**Run 1: the clock network**

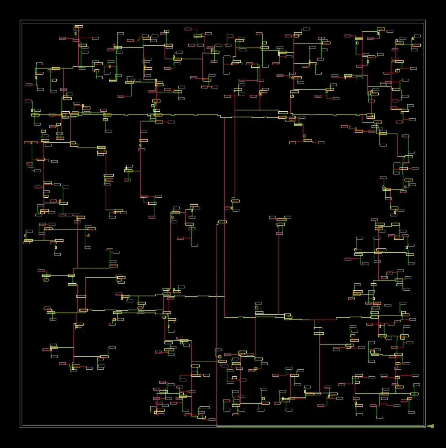
**Run 1: placed cells, one colour a class**

Bar = 100 um.
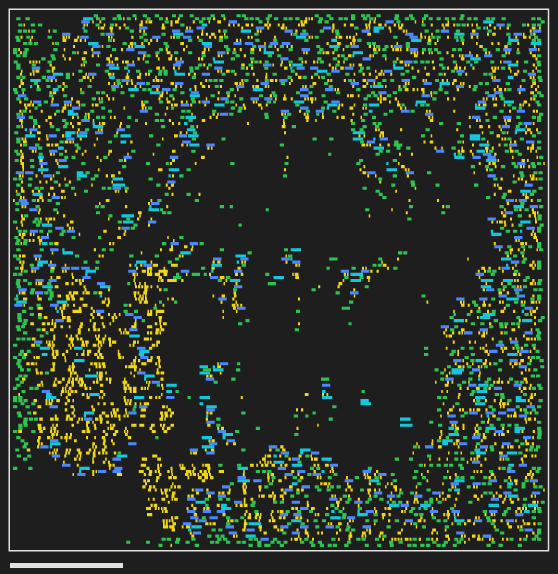
**Run 1: drive-strength map**

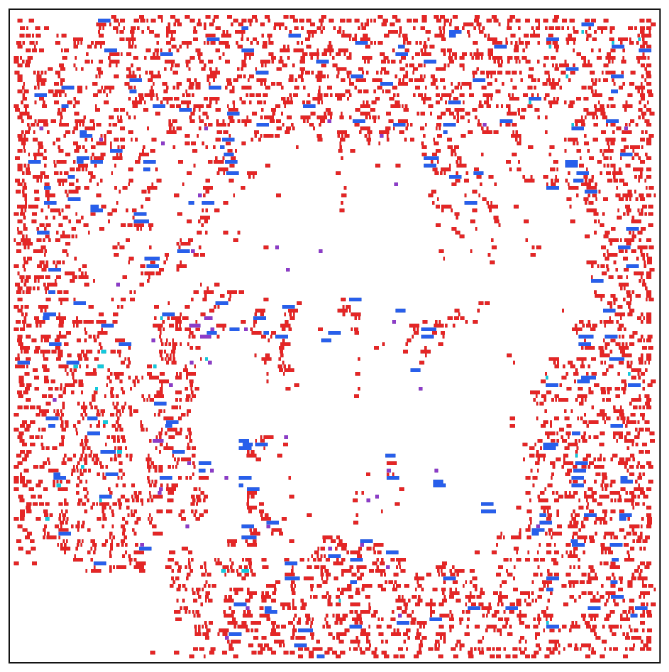
**Run 1: metal 1**

Supply wires on this layer in grey. Cells faint in the background.
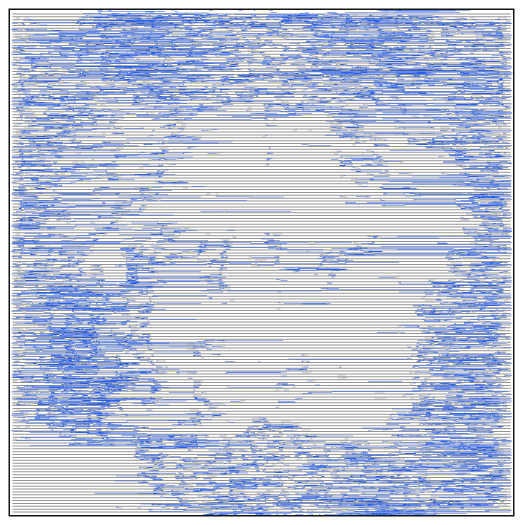
### src/rtl/iommu_pkg.sv
// Shared IOMMU types: fault-queue record layout, cause codes and fault-queue writer states.
package iommu_pkg;

  localparam int FQ_REC_BYTES = 32;

  localparam logic [11:0] CAUSE_INST_ACCESS_FAULT  = 12'd1;
  localparam logic [11:0] CAUSE_LOAD_ACCESS_FAULT  = 12'd5;
  localparam logic [11:0] CAUSE_STORE_ACCESS_FAULT = 12'd7;
  localparam logic [11:0] CAUSE_INST_PAGE_FAULT    = 12'd12;
  localparam logic [11:0] CAUSE_LOAD_PAGE_FAULT    = 12'd13;
  localparam logic [11:0] CAUSE_STORE_PAGE_FAULT   = 12'd15;
  localparam logic [11:0] CAUSE_ALL_INBOUND_DISALW = 12'd256;
  localparam logic [11:0] CAUSE_DDT_LOAD_FAULT     = 12'd257;

  // Field order is MSB first, so cause sits in bits [11:0] of the record.
  typedef struct packed {
    logic [63:0] iotval2;
    logic [63:0] iotval;
    logic [63:0] custom;
    logic [23:0] did;
    logic [5:0]  ttyp;
    logic        priv;
    logic        pv;
    logic [19:0] pid;
    logic [11:0] cause;
  } fq_record_t;

  typedef enum logic [1:0] {
    FQ_IDLE,
    FQ_WR_REQ,
    FQ_WR_RSP
  } fq_state_e;

endpackage

### src/rtl/iommu_rr_arb.sv
// N-way round-robin arbiter: one-hot grant, pointer moves past the winner on adv_i.
module iommu_rr_arb #(
  parameter int N = 3
) (
  input  logic         clk_i,
  input  logic         rst_i,
  input  logic [N-1:0] req_i,
  input  logic         adv_i,
  output logic [N-1:0] gnt_o,
  output logic         any_o
);

  localparam int IW = (N > 1) ? $clog2(N) : 1;

  logic [IW-1:0] r_ptr;
  logic [IW-1:0] w_gnt_idx;
  logic          w_found;

  always_comb begin
    gnt_o     = '0;
    w_gnt_idx = '0;
    w_found   = 1'b0;
    for (int i = 0; i < N; i++) begin
      int k;
      k = int'(r_ptr) + i;
      if (k >= N) k = k - N;
      if (!w_found && req_i[k]) begin
        w_found   = 1'b1;
        gnt_o[k]  = 1'b1;
        w_gnt_idx = IW'(k);
      end
    end
  end

  assign any_o = w_found;

  always_ff @(posedge clk_i) begin
    if (rst_i) begin
      r_ptr <= '0;
    end else if (adv_i && w_found) begin
      r_ptr <= (w_gnt_idx == IW'(N - 1)) ? '0 : w_gnt_idx + 1'b1;
    end
  end

endmodule

### src/rtl/iommu_fq_writer.sv
// Fault-queue writer: arbitrates fault records and writes each as one 32-byte entry at fqt.
// Optional drop counter output drop_cnt_o is enabled by defining IOMMU_FQ_DROP_CNT_EN.
module iommu_fq_writer
  import iommu_pkg::*;
#(
  parameter int N_SRC = 3,
  parameter int PPNW  = 44,
  parameter int IDXW  = 32
) (
  input  logic                 clk_i,
  input  logic                 rst_i,
  input  logic [N_SRC-1:0]     src_valid_i,
  output logic [N_SRC-1:0]     src_ready_o,
  input  logic [N_SRC*256-1:0] src_rec_i,
  input  logic                 fq_en_i,
  input  logic [PPNW-1:0]      fqb_ppn_i,
  input  logic [4:0]           fqb_log2szm1_i,
  input  logic [IDXW-1:0]      fqh_i,
  output logic [IDXW-1:0]      fqt_o,
  output logic                 fqon_o,
  output logic                 fqof_o,
  output logic                 fqmf_o,
  output logic                 fip_o,
  input  logic                 fqof_clr_i,
  input  logic                 fqmf_clr_i,
  input  logic                 fip_clr_i,
  output logic                 mem_req_valid_o,
  input  logic                 mem_req_ready_i,
  output logic [PPNW+11:0]     mem_req_addr_o,
  output logic [255:0]         mem_req_data_o,
  input  logic                 mem_rsp_valid_i,
  input  logic                 mem_rsp_err_i
`ifdef IOMMU_FQ_DROP_CNT_EN
  ,
  output logic [15:0]          drop_cnt_o
`endif
);

  localparam int AW = PPNW + 12;

  fq_state_e        r_state;
  logic [IDXW-1:0]  r_fqt;
  logic             r_fqon, r_fqof, r_fqmf, r_fip, r_mem_valid;
  logic [AW-1:0]    r_addr;
  fq_record_t       r_rec;

  logic             w_idle, w_any, w_drop_blk, w_full;
  logic [N_SRC-1:0] w_req, w_gnt;
  logic [5:0]       w_shamt;
  logic [IDXW-1:0]  w_mask, w_fqt_inc;
  logic [AW-1:0]    w_addr;
  fq_record_t       w_rec;

  assign w_idle = (r_state == FQ_IDLE);
  assign w_req  = src_valid_i & {N_SRC{w_idle & ~rst_i}};

  iommu_rr_arb #(.N(N_SRC)) u_arb (
    .clk_i (clk_i),
    .rst_i (rst_i),
    .req_i (w_req),
    .adv_i (w_any),
    .gnt_o (w_gnt),
    .any_o (w_any)
  );

  assign src_ready_o = w_gnt;

  // A shift of IDXW or more yields 0, so the mask degenerates to all ones.
  assign w_shamt    = {1'b0, fqb_log2szm1_i} + 6'd1;
  assign w_mask     = (IDXW'(1) << w_shamt) - IDXW'(1);
  assign w_fqt_inc  = (r_fqt + IDXW'(1)) & w_mask;
  assign w_full     = (w_fqt_inc == (fqh_i & w_mask));
  assign w_drop_blk = ~r_fqon | r_fqof | r_fqmf;
  assign w_addr     = {fqb_ppn_i, 12'b0} + (AW'(r_fqt) << $clog2(FQ_REC_BYTES));

  always_comb begin
    w_rec = '0;
    for (int i = 0; i < N_SRC; i++) begin
      if (w_gnt[i]) w_rec = src_rec_i[i*256 +: 256];
    end
  end

  always_ff @(posedge clk_i) begin
    if (rst_i) begin
      r_state     <= FQ_IDLE;
      r_fqt       <= '0;
      r_fqon      <= 1'b0;
      r_fqof      <= 1'b0;
      r_fqmf      <= 1'b0;
      r_fip       <= 1'b0;
      r_mem_valid <= 1'b0;
      r_addr      <= '0;
      r_rec       <= '0;
    end else begin
      // Clears come first so any set later in this block takes priority.
      if (fqof_clr_i) r_fqof <= 1'b0;
      if (fqmf_clr_i) r_fqmf <= 1'b0;
      if (fip_clr_i)  r_fip  <= 1'b0;
      case (r_state)
        FQ_IDLE: begin
          r_fqon <= fq_en_i;
          if (fq_en_i && !r_fqon) begin
            r_fqt  <= '0;
            r_fqof <= 1'b0;
            r_fqmf <= 1'b0;
          end
          if (w_any && !w_drop_blk) begin
            if (w_full) begin
              r_fqof <= 1'b1;
            end else begin
              r_rec       <= w_rec;
              r_addr      <= w_addr;
              r_mem_valid <= 1'b1;
              r_state     <= FQ_WR_REQ;
            end
          end
        end
        FQ_WR_REQ: begin
          if (mem_req_ready_i) begin
            r_mem_valid <= 1'b0;
            r_state     <= FQ_WR_RSP;
          end
        end
        FQ_WR_RSP: begin
          if (mem_rsp_valid_i) begin
            if (mem_rsp_err_i) begin
              r_fqmf <= 1'b1;
            end else begin
              r_fqt <= w_fqt_inc;
              r_fip <= 1'b1;
            end
            r_state <= FQ_IDLE;
          end
        end
        default: r_state <= FQ_IDLE;
      endcase
    end
  end

`ifdef IOMMU_FQ_DROP_CNT_EN
  logic        w_drop_evt;
  logic [15:0] r_drop_cnt;

  assign w_drop_evt = w_any & (w_drop_blk | w_full);

  always_ff @(posedge clk_i) begin
    if (rst_i) begin
      r_drop_cnt <= '0;
    end else if (w_idle && fq_en_i && !r_fqon) begin
      r_drop_cnt <= {15'b0, w_drop_evt};
    end else if (w_drop_evt && r_drop_cnt != 16'hFFFF) begin
      r_drop_cnt <= r_drop_cnt + 16'd1;
    end
  end

  assign drop_cnt_o = r_drop_cnt;
`endif

  assign fqt_o           = r_fqt;
  assign fqon_o          = r_fqon;
  assign fqof_o          = r_fqof;
  assign fqmf_o          = r_fqmf;
  assign fip_o           = r_fip;
  assign mem_req_valid_o = r_mem_valid;
  assign mem_req_addr_o  = r_addr;
  assign mem_req_data_o  = r_rec;

endmodule

### config.mk
export PLATFORM = sky130hd
export DESIGN_NAME = iommu_fq_writer
export DESIGN_NICKNAME = d
export VERILOG_FILES = /design/src/rtl/iommu_pkg.sv /design/src/rtl/iommu_rr_arb.sv /design/src/rtl/iommu_fq_writer.sv
export SDC_FILE = /design/constraint.sdc
export NUM_CORES = 1
export LEC_CHECK = 0
export CAP_MARGIN = 5
export CELL_PAD_IN_SITES_DETAIL_PLACEMENT = 1
export CELL_PAD_IN_SITES_GLOBAL_PLACEMENT = 2
export CORE_AREA = 2 2 473 475
export CTS_CLUSTER_DIAMETER = 40
export DETAILED_ROUTE_END_ITERATION = 12
export DIE_AREA = 0 0 475 477
export PLACE_DENSITY = 0.45
export SYNTH_ARGS = -nofsm -noshare
export SYNTH_HDL_FRONTEND = slang
export SYNTH_SLANG_ARGS = --single-unit
### constraint.sdc
create_clock -name clk_i -period 9.55 [get_ports clk_i]
set_input_delay 0.955 -clock clk_i [delete_from_list [all_inputs] [get_ports clk_i]]
set_output_delay 0.955 -clock clk_i [all_outputs]
set_load 0.05 [all_outputs]
==> flow_metrics.env, run 1 <==
# source this file to load flow results
export IMPL_fillers=26100
export IMPL_timing_setup_tns_ns=0
export IMPL_edf_count=0
export IMPL_io_pins=1213
export IMPL_well_tap_count=2975
export IMPL_crit_end="mem_req_data_o[138]"
export IMPL_status="finished, final reports clean"
export IMPL_clk_pin_slew_ns=0.04
export IMPL_die_y_um=477
export IMPL_tool_warnings=47
export IMPL_area_leaders="dfxtp_1 (32%), a21oi_1 (13%), a211o_1 (11%)"
export IMPL_grt_overflow_total=0
export IMPL_synth_distinct_cells=71
export IMPL_logic_gates=2346
export IMPL_ys_flop_type="dfxtp_1"
export IMPL_clock_buffer_count=216
export IMPL_ys_seq_share_pct=32.4
export IMPL_vias=28700
export IMPL_cp_top_family="simple AND/OR/NAND/NOR gates"
export IMPL_ys_async_sr_fraction_pct=0
export IMPL_logic_family="AND-OR/OR-AND gates"
export IMPL_ys_top_cells_by_count="a21oi_1 (578), dfxtp_1 (348), nand2_1 (344)"
export IMPL_nNonClkInverters=27
export IMPL_holdPathEnd="mem_req_data_o[14]"
export IMPL_syn_mean_instance_area_um2=7.13
export IMPL_path_class="primary input to flip-flop"
export IMPL_final_layout_size_suffix_gt1_share_pct=6.69
export IMPL_setup_violations=0
export IMPL_vias_per_cell=3.98
export IMPL_signal_buffer_area_fraction_pct=30.2
export IMPL_tightest_slew_ns=1.08
export IMPL_slew_violations=0
export IMPL_grt_pass1_vias=29600
export IMPL_synth_chip_area_mm2=0.0215
export IMPL_dieWidth_um=475
export IMPL_holdBufCountCts=0
export IMPL_startpoint="fqb_log2szm1_i[1]"
export IMPL_place_congestion=0.841
export IMPL_drv_cap=0
-- 'the clock network' (at the start) --
Num Clock Sinks: 348
P_clk: 4.69 mW
clk_skew: 0.0348 ns
flop count: 348

-- 'placed cells, one colour a class' (at the start) --
Key: green = other buffers and delay cells [cells 1251, share of their area 33%]; yellow = combinational and other logic [cells 2373, share of their area 35%]; blue = flops [cells 348, share of their area 18%]; cyan = clock drivers and dummy loads [cells 260, share of their area 13%]

-- 'drive-strength map' (at the start) --
Key: red = _0 and _1 cells [cells 3949]; purple = _3 and _4 cells [cells 48]; cyan = _2 cells [cells 27]; blue = _6 and larger [cells 208]
nonclk buf count: 1251
area delta synth->final: 92.9%

-- 'metal 1' (at the start) --
The layer carries 84.0 mm of wire. The layer holds 41% of the routed length. 4633 nets have wire on it. The longest straight run is 198 um.

-- run 1: sequential cells by signal, indices dropped and copies added, names as in the netlist --
| signal | count |
|---|---|
| fip_o | 1 |
| mem_req_addr_o | 51 |
| mem_req_valid_o | 1 |
| mem_req_data_o | 256 |
| fqon_o | 1 |
| r_state | 2 |
| u_arb.r_ptr | 2 |
| fqof_o | 1 |
| fqt_o | 32 |
| fqmf_o | 1 |
-- run 1: power breakdown --
part / leakage [nW] / switching, mW / internal [mW]
clock: 2.36 / 1.42 / 3.28
sequential: 2.82 / 0.106 / 1.62
combinational: 8.54 / 2.73 / 1.19
-- run 1: routing by layer --
| metal | wire [um] | track usage, % |
|---|---|---|
| met5 | 400 | 0 |
| met4 | 4000 | 3.42 |
| met3 | 17900 | 6.48 |
| met2 | 96200 | 29.0 |
| met1 | 84000 | 20.4 |
**Run 1: clock distribution**

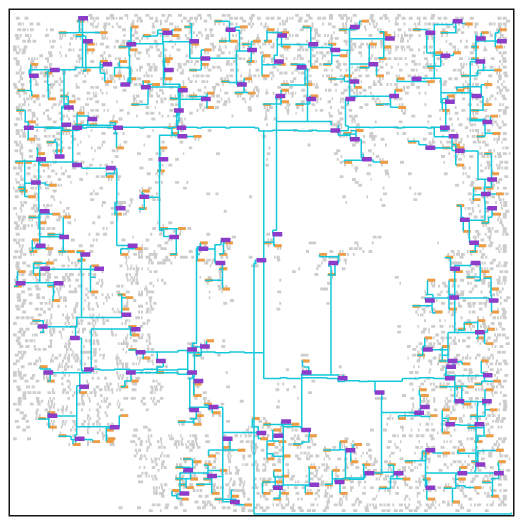

==> run 2: changes to the inputs <==
--- a/config.mk
+++ b/config.mk
@@ -8,10 +8,10 @@
 export CAP_MARGIN = 5
 export CELL_PAD_IN_SITES_DETAIL_PLACEMENT = 1
 export CELL_PAD_IN_SITES_GLOBAL_PLACEMENT = 2
-export CORE_AREA = 2 2 473 475
+export CORE_AREA = 2 2 471 473
 export CTS_CLUSTER_DIAMETER = 40
 export DETAILED_ROUTE_END_ITERATION = 12
-export DIE_AREA = 0 0 475 477
+export DIE_AREA = 0 0 473 475
 export PLACE_DENSITY = 0.45
 export SYNTH_ARGS = -nofsm -noshare
 export SYNTH_HDL_FRONTEND = slang
==> constraint.sdc (replaced) <==
create_clock -name clk_i -period 6.8 [get_ports clk_i]
set_input_delay 0.68 -clock clk_i [delete_from_list [all_inputs] [get_ports clk_i]]
set_output_delay 0.68 -clock clk_i [all_outputs]
set_load 0.05 [all_outputs]
**Run 2: clock distribution**

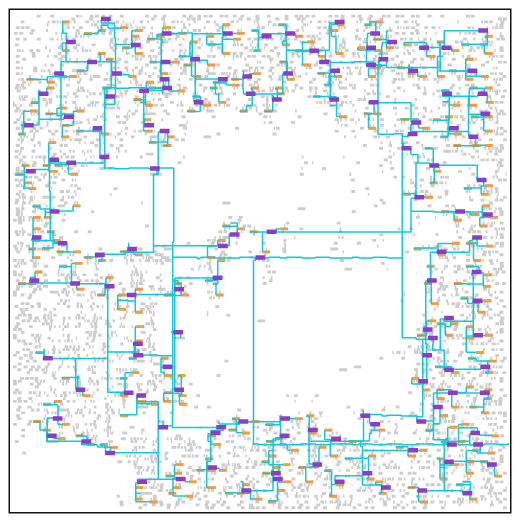
Key: cyan = clock wires [length 10900 um]; orange = flip-flops [count 348]; purple = clock drivers [count 135]
There are 136 routed clock nets. Position of the flops: all over the die.

==> run 2 against run 1 <==
  * Global-route usage rose by 0.052 points
  * Non-clock buffer count rose by 15
  * Worst hold slack got worse by 0.099 ns
  * Utilization rose by 0.12 points
  * Count of clock-buffer cells in the layout shrank 12
  * Register-to-register slack got worse by 1.9 ns
  * Critical path depth fell by 3
  * Routed wire length down 0.28%
==> flow_metrics.env, run 2 <==
# source this file to load flow results
export IMPL_pwr_share_comb_pct=39.7
export IMPL_setup_violations=0
export IMPL_synth_distinct_cells=71
export IMPL_internal_power_mw=8.24
export IMPL_fin_skew_ns=0.0418
export IMPL_cp_top_family="simple AND/OR/NAND/NOR gates"
export IMPL_p_sw_share_pct=41.7
export IMPL_clkPwrFrac_pct=43.2
export IMPL_num_nonclk_buffers=1266
export IMPL_place_congestion=0.839
export IMPL_slew_violations=0
export IMPL_io_pins=1213
export IMPL_holdBufCountCts=0
export IMPL_vias_per_cell=4.04
export IMPL_dieWidth_um=473
export IMPL_tightest_slew_ns=1.04
export IMPL_clkSinkCount=348
export IMPL_holdPathEnd="mem_req_addr_o[26]"
export IMPL_edf_count=0
export IMPL_ys_seq_share_pct=32.4
export IMPL_status="finished, final reports clean"
run 2: cell counts after synthesis:
No cell type changed its count.
run 2: metal layers:
metal,GRT usage [%],vias up,wire (um)
met4,6.20,76,6390
met2,28.1,1263,94000
li1,-,13100,-
met1,20.7,13900,84500
met3,6.02,399,16600
met5,0,-,474
run 2: logic make-up (layout without fill, tap and decap cells):
| logic type | after synthesis | after routing | share of synthesized area, % |
|---|---|---|---|
| fa+ha+maj | 32 | 32 | 1.90 |
| xor+xnor | 88 | 88 | 3.65 |
| flops | 348 | 348 | 32.4 |
| compound gates | 1031 | 1031 | 30.0 |
| buf+inv | 326 | 1529 | 6.32 |
| other cells | 2 | 35 | 0.0349 |
| mux | 16 | 16 | 0.745 |
| simple gates | 1173 | 1173 | 25.0 |
No activity file was given, so power comes from the tool's default toggle rates.
